==> config.mk <==
export PLATFORM = sky130hd
export DESIGN_NAME = au_lead_sign_norm_pipe
export DESIGN_NICKNAME = d
export VERILOG_FILES = /design/src/rtl/au_lead_sign_norm_pipe.sv
export SDC_FILE = /design/constraint.sdc
export NUM_CORES = 1
export LEC_CHECK = 0
export ABC_AREA = 1
export ABC_CLOCK_PERIOD_IN_PS = 3080
export CAP_MARGIN = 15
export CELL_PAD_IN_SITES_DETAIL_PLACEMENT = 0
export CELL_PAD_IN_SITES_GLOBAL_PLACEMENT = 1
export CORE_UTILIZATION = 39
export DETAILED_ROUTE_END_ITERATION = 7
export GPL_TIMING_DRIVEN = 1
export PLACE_DENSITY_LB_ADDON = 0.15
export SETUP_SLACK_MARGIN = 0.05
export SYNTH_ARGS = -nofsm -noshare
export SYNTH_HDL_FRONTEND = slang
export SYNTH_SLANG_ARGS = --single-unit
==> constraint.sdc <==
create_clock -name clk -period 3.08 [get_ports clk]
set_input_delay 0.616 -clock clk [delete_from_list [all_inputs] [get_ports clk]]
set_output_delay 0.616 -clock clk [all_outputs]
set_load 0.02 [all_outputs]
==> src/rtl/au_lead_sign_norm_pipe.sv <==
// Two-stage elastic leading-sign / leading-zero / leading-one detector and normaliser.
// Stage 1 registers the one-hot detect and encoded count; stage 2 registers the shifted word.
module au_lead_sign_norm_pipe #(
  parameter int WIDTH = 16,
  parameter int ARCH  = 0,
  localparam int CW   = $clog2(WIDTH + 1)
) (
  input  logic             clk,
  input  logic             rst_n,
  input  logic             in_valid,
  output logic             in_ready,
  input  logic [WIDTH-1:0] in_data,
  input  logic [1:0]       in_mode,
  output logic             out_valid,
  input  logic             out_ready,
  output logic [CW-1:0]    out_cnt,
  output logic [WIDTH-1:0] out_norm,
  output logic             out_all
);

  logic             sign_mode;
  logic [WIDTH-2:0] diff;
  logic [WIDTH-1:0] vec;
  logic [WIDTH-1:0] zpre;
  logic [WIDTH-1:0] onehot;
  logic [CW-1:0]    cnt_enc;

  logic             s1_v, s2_v;
  logic             s1_ready, s2_ready;
  logic [WIDTH-1:0] s1_data;
  logic [1:0]       s1_mode;
  logic [WIDTH-1:0] s1_onehot;
  logic [CW-1:0]    s1_cnt;
  logic             s1_sign;
  logic [WIDTH-1:0] s2_norm_d;
  logic             s2_all_d;

  // Every mode reduces to a leading-zero count of vec. In sign mode the bits below
  // the MSB are compared to it and a sentinel 1 caps the count at WIDTH-1.
  always_comb begin
    sign_mode = (in_mode == 2'd0) || (in_mode == 2'd3);
    diff      = in_data[WIDTH-2:0] ^ {(WIDTH-1){in_data[WIDTH-1]}};
    if (sign_mode)
      vec = {diff, 1'b1};
    else if (in_mode == 2'd1)
      vec = in_data;
    else
      vec = ~in_data;
  end

  // zpre[i] = 1 when vec[WIDTH-1:i] is all zero
  generate
    if (ARCH == 1) begin : g_kogge
      logic [WIDTH-1:0] p, q;
      always_comb begin
        p = ~vec;
        q = p;
        for (int d = 1; d < WIDTH; d = d * 2) begin
          q = p;
          for (int i = 0; i + d < WIDTH; i++)
            p[i] = q[i] & q[i + d];
        end
        zpre = p;
      end
    end else if (ARCH == 2) begin : g_sklansky
      logic [WIDTH-1:0] q;
      always_comb begin
        q = '0;
        for (int j = 0; j < WIDTH; j++)
          q[j] = ~vec[WIDTH-1-j];
        for (int k = 0; (1 << k) < WIDTH; k++)
          for (int j = 0; j < WIDTH; j++)
            if (((j >> k) & 1) == 1)
              q[j] = q[j] & q[((j >> k) << k) - 1];
        zpre = '0;
        for (int j = 0; j < WIDTH; j++)
          zpre[WIDTH-1-j] = q[j];
      end
    end else begin : g_ripple
      logic [WIDTH-1:0] p;
      always_comb begin
        p = '0;
        p[WIDTH-1] = ~vec[WIDTH-1];
        for (int i = WIDTH - 2; i >= 0; i--)
          p[i] = p[i+1] & ~vec[i];
        zpre = p;
      end
    end
  endgenerate

  always_comb begin
    onehot  = '0;
    cnt_enc = '0;
    for (int i = 0; i < WIDTH; i++) begin
      if (i == WIDTH - 1)
        onehot[i] = vec[i];
      else
        onehot[i] = vec[i] & zpre[i+1];
    end
    for (int i = 0; i < WIDTH; i++)
      if (onehot[i])
        cnt_enc = cnt_enc | CW'(WIDTH - 1 - i);
    if (zpre[0])
      cnt_enc = cnt_enc | CW'(WIDTH);
  end

  assign s2_ready = ~s2_v | out_ready;
  assign s1_ready = ~s1_v | s2_ready;
  assign in_ready = ~rst_n | s1_ready;
  assign out_valid = s2_v;

  // In sign mode only the sentinel can fire when every bit matches the MSB
  always_comb begin
    s1_sign   = (s1_mode == 2'd0) || (s1_mode == 2'd3);
    s2_norm_d = s1_data << s1_cnt;
    s2_all_d  = s1_sign ? s1_onehot[0] : ~|s1_onehot;
  end

  always_ff @(posedge clk) begin
    if (!rst_n) begin
      s1_v      <= 1'b0;
      s1_data   <= '0;
      s1_mode   <= '0;
      s1_onehot <= '0;
      s1_cnt    <= '0;
      s2_v      <= 1'b0;
      out_cnt   <= '0;
      out_norm  <= '0;
      out_all   <= 1'b0;
    end else begin
      if (s1_ready) begin
        s1_v <= in_valid;
        if (in_valid) begin
          s1_data   <= in_data;
          s1_mode   <= in_mode;
          s1_onehot <= onehot;
          s1_cnt    <= cnt_enc;
        end
      end
      if (s2_ready) begin
        s2_v <= s1_v;
        if (s1_v) begin
          out_cnt  <= s1_cnt;
          out_norm <= s2_norm_d;
          out_all  <= s2_all_d;
        end
      end
    end
  end

endmodule

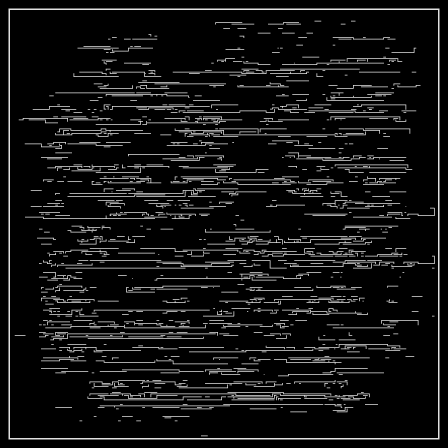
**Above:** run 1 (metal 1).
The longest straight run is 33.6 um. The layer holds 45% of the routed length. The wires run mostly horizontal. 556 nets have wire on it. The layer carries 4120 um of wire.

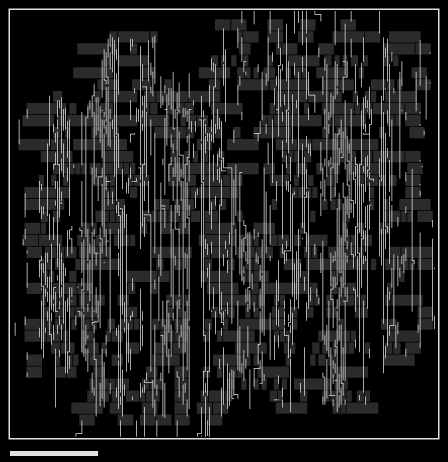
**Above:** run 1 (M2 wires).
Scale bar: 20 um. Cells faint in the background.
The layer holds 51% of the routed length. The wires run mostly vertical. 463 nets have wire on it. The longest straight run is 47.9 um. The layer carries 4740 um of wire.

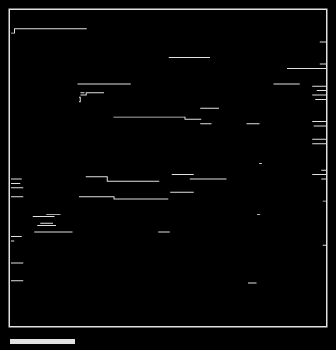
**Above:** run 1 (met3 routing).
Scale bar: 20 um.
42 nets have wire on it. The wires run mostly horizontal. The longest straight run is 22.1 um. The layer carries 298 um of wire. The layer holds 3.2% of the routed length.

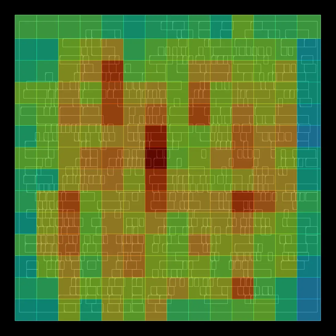
**Above:** run 1 (congestion heat map).
GRT Util Overall: 20.6%
Layout Utilization: 50.4%

==> impl_metrics.json, run 1 <==
{
  "nMultiInputCombCells": 382,
  "fin_skew_ps": 11.2,
  "multiInputGateArea_um2": 1920,
  "clk_share_pct": 5.53,
  "timing.hold.worst.start": "out_norm[14]",
  "min_delay_path_depth": 2,
  "worst_setup_path_startpoint": "in_mode[1]",
  "clockRootBuffer": "sky130_fd_sc_hd__clkbuf_8",
  "drt_pass1_iterations": 4,
  "cellPowerDensity_nw_per_um2": 524,
  "vdd_drop_max_uv": 273,
  "rr_startpoint": "s1_cnt[0]",
  "cells_yosys": 528,
  "max_fo_critical_path": 9,
  "clock_sink_count": 63,
  "ff2ff_path_depth": 8,
  "final_antenna_net_count": 0,
  "synth.most_common_cell": "sky130_fd_sc_hd__nand2_1",
  "grt_start_max_net_pins": 47,
  "worst_ep_arrival_time_ps": 2990,
  "ys_chip_area_um2": 3540,
  "diodes": 0,
  "via_count_of_the_first_global_routing_pass": 3213,
  "die_width_um": 97.2,
  "regArea_um2": 1260,
  "post-route-min-period_ps": 2720,
  "final.signal_inverter_count": 53,
  "cts.clk_slew.worst_paths_ps": 70,
  "finalSetupViolCount": 0,
  "wire_length_of_the_first_global_routing_pass_mm": 15.6,
  "grt_setup_unrepaired": "no",
  "total_power_uw": 2310,
  "cts_tree": "built",
  "largest_cell_class": "multi-input combinational cells",
  "common_cells": "116 x sky130_fd_sc_hd__nand2_1, 78 x sky130_fd_sc_hd__o21ai_0, 63 x sky130_fd_sc_hd__dfxtp_1",
  "postSynth.topFlopCell": "sky130_fd_sc_hd__dfxtp_1",
  "worst_setup_path_end_kind": "flip-flop",
  "critical_path.reg2reg.endpoint": "out_norm[14]",
  "drc_errors": 0,
  "routed-via-count": 3473,
  "netlist.area_leader.share_pct": 35.7,
  "place_worst_setup_slack_ps": -31.7,
  "layout.nets": 600,
  "ratio_of_cells_with_drive_above_1_in_the_final_layout_pct": 10.1,
  "worst_setup_path_endpoint": "s1_cnt[1]",
  "nClkBuffers": 9,
  "final.signal_buffer_count": 68,
  "grt_overflow_total": 0,
  "cts-buffers-inserted": 9,
  "synthDistinctLibCells": 38,
  "final.setup.worst_slack_ps": 363,
  "initial_core_util_pct": 40.3,
  "log.warning_count": 26,
  "critical_path.startpoint_type": "input pin",
  "die-height_um": 97.2,
  "cts_buffer_depth": 2,
  "fin_worst_hold_slack_ps": 466,
  "top_level_ports": 46,
  "nFlopsAndLatches": 63,
  "layout.cell_area.non_filler_um2": 4420,
  "detail_route.iter0.violations": 130,
  "finalSetupTns_ps": 0,
  "mappedNetlistNets": 551,
  "ys_seq_share_pct": 35.7,
  "netlist_top_cells_area": "sky130_fd_sc_hd__dfxtp_1 36%, sky130_fd_sc_hd__nand2_1 12%, sky130_fd_sc_hd__o21ai_0 11%, sky130_fd_sc_hd__a21oi_1 7.2%, sky130_fd_sc_hd__xnor2_1 5.2%",
  "dieArea_um2": 9450,
  "place.port_buffers": 45,
  "synth.yosys.warnings": 0,
  "drt-vias-per-instance": 5.03,
  "final-max-slew-violation-count": 0,
  "power_leakage_uw": 0.00182,
  "dpl.cell_count": 673,
  "synth-seq-cells": 63,
  "final-instance-count-excl-fill": 690,
  "synth_to_layout_area_growth_pct": 24.9,
  "hp-class": "flip-flop to flip-flop",
  "place.detailed.hpwl_mm": 7.03,
  "sh_comb_area_pct": 43.6,
  "core.rowCount": 34,
  "end_of_the_worst_hold_path": "out_norm[14]",
  "antenna_found_initial": 0,
  "setup.worst_path.class": "input pin to flip-flop",
  "cp_data_required_time_ps": 3350,
  "timing.final.hold_violations": 0,
  "avg_inst_size_synth_um2": 6.70,
  "worstMarginPinSlew_ps": 575,
  "placed_cell_area_um2": 4160,
  "finalCritPeriodShare_pct": 88.2,
  "synthCells": 528,
  "core_area_um2": 8760,
  "syn_area_um2": 3540,
  "synth_area_leader_cell": "sky130_fd_sc_hd__dfxtp_1",
  "tap-cell-count": 108,
  "gpl.final_weighted_congestion": 0.836,
  "achievable-frequency_ghz": 0.368,
  "routed_wirelength_mm": 9.22,
  "status": "completed",
  "clk_latency_ps": 340,
  "async_set_reset_flop_share_out_of_synthesis_pct": 0,
  "seq_share_pct": 28.6,
  "avgRoutedWirePerCell_um": 13.4,
  "r2r_setup_slack_ps": 1190,
  "fillCellCount": 910,
  "edf_count": 0,
  "signal_buffer_area_fraction_pct": 14.7,
  "cts_htree_levels": 3,
  "maxCapViolCount": 0,
  "max-slew-margin-rel_pct": 61.3
}
## run 1: cells by family after synthesis
kind of cell / Yosys count / synth area share [%]
buf+inv: 83 / 10.1
mux: 1 / 0.283
simple gates: 209 / 25.6
compound gates: 150 / 22.8
fa+ha+maj: 1 / 0.354
xor+xnor: 21 / 5.20
flops: 63 / 35.7
## run 1: registers in the layout, summed over array words and instances (netlist names), 2 cells and up
name / flops
s1_mode: 2
s1_onehot: 16
out_norm: 16
out_cnt: 5
s1_cnt: 5
s1_data: 16
## run 1: layout by cell type (no fill, tap or decap), types with 2 or more instances in the layout
| cell type | count |
|---|---|
| sky130_fd_sc_hd__nand4_1 | 10 |
| sky130_fd_sc_hd__inv_1 | 47 |
| sky130_fd_sc_hd__o211ai_1 | 6 |
| sky130_fd_sc_hd__nor2_4 | 2 |
| sky130_fd_sc_hd__o21a_1 | 2 |
| sky130_fd_sc_hd__clkbuf_8 | 9 |
| sky130_fd_sc_hd__clkdlybuf4s50_1 | 45 |
| sky130_fd_sc_hd__nand2_2 | 6 |
| sky130_fd_sc_hd__bufinv_16 | 3 |
| sky130_fd_sc_hd__clkinv_1 | 3 |
| sky130_fd_sc_hd__dfxtp_1 | 63 |
| sky130_fd_sc_hd__nand3_2 | 2 |
| sky130_fd_sc_hd__nor4_1 | 5 |
| sky130_fd_sc_hd__inv_4 | 2 |
| sky130_fd_sc_hd__a22oi_1 | 6 |
| sky130_fd_sc_hd__o21ai_0 | 78 |
| sky130_fd_sc_hd__buf_12 | 2 |
| sky130_fd_sc_hd__a21oi_1 | 51 |
| sky130_fd_sc_hd__nor2_2 | 2 |
| sky130_fd_sc_hd__nand3_1 | 17 |
| sky130_fd_sc_hd__xnor2_1 | 21 |
| sky130_fd_sc_hd__nor2_1 | 45 |
| sky130_fd_sc_hd__nand2_1 | 116 |
| sky130_fd_sc_hd__buf_4 | 21 |
## run 1: layer usage
| metal | track usage, % | vias up | wire (um) |
|---|---|---|---|
| li1 | - | 1847 | - |
| met1 | 24.6 | 1550 | 4120 |
| met2 | 37.5 | 72 | 4740 |
| met3 | 4.17 | 4 | 298 |
| met4 | 5.09 | 0 | 61 |
| met5 | 0 | - | 0 |
## run 1: worst max-delay path: stages
cell	delay, ps
sky130_fd_sc_hd__clkdlybuf4s50_1	450
sky130_fd_sc_hd__inv_1	50
sky130_fd_sc_hd__ha_2	400
sky130_fd_sc_hd__inv_2	100
sky130_fd_sc_hd__buf_4	140
sky130_fd_sc_hd__buf_4	150
sky130_fd_sc_hd__nand2_1	60
sky130_fd_sc_hd__nand2_1	110
sky130_fd_sc_hd__nor2_4	150
sky130_fd_sc_hd__nand4_1	110
sky130_fd_sc_hd__nor2_2	160
sky130_fd_sc_hd__nand4_1	130
sky130_fd_sc_hd__nor2_1	140
sky130_fd_sc_hd__o21ai_1	90
sky130_fd_sc_hd__a21oi_2	120
## run 1: repair_timing
item                                    in CTS  in global routing
endpoints found under the setup margin       0                  2
setup buffers                                0                  1
hold buffers                                 0                  0
gates resized                                0                  2
## run 1: where the power goes
group	switching, uW	total [uW]	leakage (uW)	internal (uW)
sequential	33.8	900	0.000518	866
combinational	313	529	0.00118	216
clock	344	885	0.000120	540
==> run 2, diff against run 1 <==
--- a/config.mk
+++ b/config.mk
@@ -15,6 +15,7 @@
 export GPL_TIMING_DRIVEN = 1
 export PLACE_DENSITY_LB_ADDON = 0.15
 export SETUP_SLACK_MARGIN = 0.05
+export SLEW_MARGIN = 20
 export SYNTH_ARGS = -nofsm -noshare
 export SYNTH_HDL_FRONTEND = slang
 export SYNTH_SLANG_ARGS = --single-unit
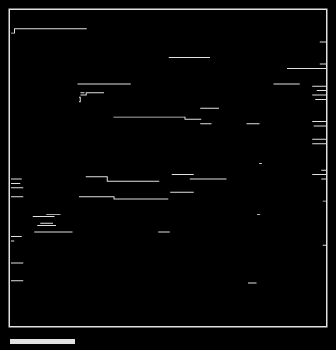
**Above:** run 2 (met3 routing).
Scale bar: 20 um.
The layer holds 3.2% of the routed length. The layer carries 298 um of wire.

==> impl_metrics.json, run 2 <==
{
  "status": "completed",
  "diodes": 0,
  "avg_inst_size_synth_um2": 6.70,
  "die_width_um": 97.2,
  "cts_tree": "built",
  "clk_latency_ps": 340,
  "cts-buffers-inserted": 9,
  "power_leakage_uw": 0.00182,
  "series_of_cell_instances_along_the_critical_path": "clkdlybuf4s50_1, inv_1, ha_2, inv_2, buf_4, buf_4, nand2_1, nand2_1, nor2_4, nand4_1, nor2_2, nand4_1, nor2_1, o21ai_1, a21oi_2",
  "log.warning_count": 26,
  "ys_seq_share_pct": 35.7,
  "timing.hold.worst.start": "out_norm[14]",
  "worstMarginPinSlew_ps": 575,
  "worst_ep_arrival_time_ps": 2990,
  "cts.clk_slew.worst_paths_ps": 70,
  "max_fo_critical_path": 9,
  "cts_buffer_depth": 2,
  "gpl.final_weighted_congestion": 0.836,
  "achievable-frequency_ghz": 0.368,
  "switching_share_pct": 29.9,
  "power_switching_uw": 691,
  "fin_skew_ps": 11.2,
  "critical_path.reg2reg.endpoint": "out_norm[14]",
  "cts_hold_repair.buffers": 0,
  "via_count_of_the_first_global_routing_pass": 3213,
  "grt_start_max_net_pins": 47,
  "mappedNetlistNets": 551,
  "largest_registers": "out_norm x16, s1_data x16, s1_onehot x16",
  "synthDistinctLibCells": 38,
  "cells_yosys": 528,
  "avgRoutedWirePerCell_um": 13.4,
  "synth.yosys.warnings": 0,
  "place.detailed.hpwl_mm": 7.03,
  "final.setup.worst_slack_ps": 363,
  "synth-seq-cells": 63,
  "final-max-slew-violation-count": 0,
  "common_cells": "116 x sky130_fd_sc_hd__nand2_1, 78 x sky130_fd_sc_hd__o21ai_0, 63 x sky130_fd_sc_hd__dfxtp_1",
  "synthCells": 528,
  "cp_data_required_time_ps": 3350,
  "async_set_reset_flop_share_out_of_synthesis_pct": 0,
  "hp-class": "flip-flop to flip-flop",
  "ys_chip_area_um2": 3540,
  "mostFrequentLayoutCells": "116 x sky130_fd_sc_hd__nand2_1, 78 x sky130_fd_sc_hd__o21ai_0, 63 x sky130_fd_sc_hd__dfxtp_1",
  "finalSetupViolCount": 0,
  "vdd_drop_max_uv": 273,
  "synth.most_common_cell": "sky130_fd_sc_hd__nand2_1",
  "top_level_ports": 46,
  "grt_overflow_total": 0,
  "synth_area_leader_cell": "sky130_fd_sc_hd__dfxtp_1",
  "post-route-min-period_ps": 2720,
  "rr_startpoint": "s1_cnt[0]",
  "layout.nets": 600,
  "gr-usage-all-layers_pct": 20.6,
  "netlist_top_cells_area": "sky130_fd_sc_hd__dfxtp_1 36%, sky130_fd_sc_hd__nand2_1 12%, sky130_fd_sc_hd__o21ai_0 11%, sky130_fd_sc_hd__a21oi_1 7.2%, sky130_fd_sc_hd__xnor2_1 5.2%",
  "max-slew-margin-rel_pct": 61.3,
  "placed_cell_area_um2": 4160,
  "detail_route.iter0.violations": 130,
  "dieArea_um2": 9450,
  "grt_setup_unrepaired": "no",
  "r2r_setup_slack_ps": 1190,
  "critical_path.startpoint_type": "input pin",
  "core_area_um2": 8760,
  "die-height_um": 97.2,
  "intPower_uw": 1620,
  "maxCapViolCount": 0,
  "end_of_the_worst_hold_path": "out_norm[14]",
  "min_delay_path_depth": 2,
  "place.port_buffers": 45,
  "netlist.area_leader.share_pct": 35.7,
  "setup.worst_path.class": "input pin to flip-flop",
  "drt_pass1_iterations": 4,
  "power.share.clock_pct": 38.2
}
-- run 2: cell counts after synthesis --
No cell type changed its count.
-- run 2: how the worst max path moves through the flow --
| stage | depth (start not counted) | from | endpoint |
|---|---|---|---|
| 3_5_place_dp | 16 | in_mode[1] | s1_onehot[0] |
| 3_3_place_gp | 16 | in_mode[1] | s1_cnt[0] |
| 5_1_grt | 14 | in_mode[1] | s1_cnt[0] |
| 2_1_floorplan | 15 | in_mode[1] | s1_cnt[1] |
| 6_report | 15 | in_mode[1] | s1_cnt[1] |
| 4_1_cts | 16 | in_mode[1] | s1_cnt[0] |
-- run 2: stage by stage --
step | power, uW | utilization (%)
global route | 2440 | 50.4
global placement | 1440 | 47.5
finish | 2310 | 50.4
CTS | 2340 | 50.2
detailed placement | 1450 | 47.5
floorplan | 1260 | -
-- run 2: metal layers --
metal,GRT usage (%),vias to the layer above,wire length [um]
met5,0,-,0
met4,5.09,0,61
met3,4.17,4,298
met2,37.5,72,4740
met1,24.6,1550,4120
li1,-,1847,-
-- run 2: kinds of logic after synthesis --
kind of cell | Yosys count | synth area share, %
AOI/OAI and AO/OA | 150 | 22.8
xor gates and xnor gates | 21 | 5.20
and+or+nand+nor | 209 | 25.6
DFF | 63 | 35.7
buffers and inverters | 83 | 10.1
adders and majority gates | 1 | 0.354
muxes | 1 | 0.283
-- run 2: worst max-delay path, delay by kind of cell --
kind / cells / cell delay [ps]
buf+inv: 5 / 890
simple gates: 7 / 860
fa+ha+maj: 1 / 400
compound gates: 2 / 210
-- run 2: area by class of cell --
type / instances / area, um2 / share of cell area (%)
timing repair buffer: 68 / 648 / 14.7
clock inverter: 7 / 120 / 2.72
sequential: 63 / 1260 / 28.6
inverter: 53 / 204 / 4.62
tap: 108 / 135 / 3.06
multi-input combinational: 382 / 1920 / 43.6
clock buffer: 9 / 124 / 2.81
-- run 2: power groups by stage --
stage               Sequential (uW)  Clock (uW)  Combinational (uW)
CTS                             900         907                 531
finish                          900         885                 529
floorplan                       928           0                 331
global route                    908         941                 595
detailed placement              919           0                 529
global placement                918           0                 526
-- run 2: what timing repair did --
action                     4_1_cts  5_1_grt
setup endpoints to repair        0        2
resized                          0        2
setup buffers                    0        1
Power and IR drop assume default switching activity.
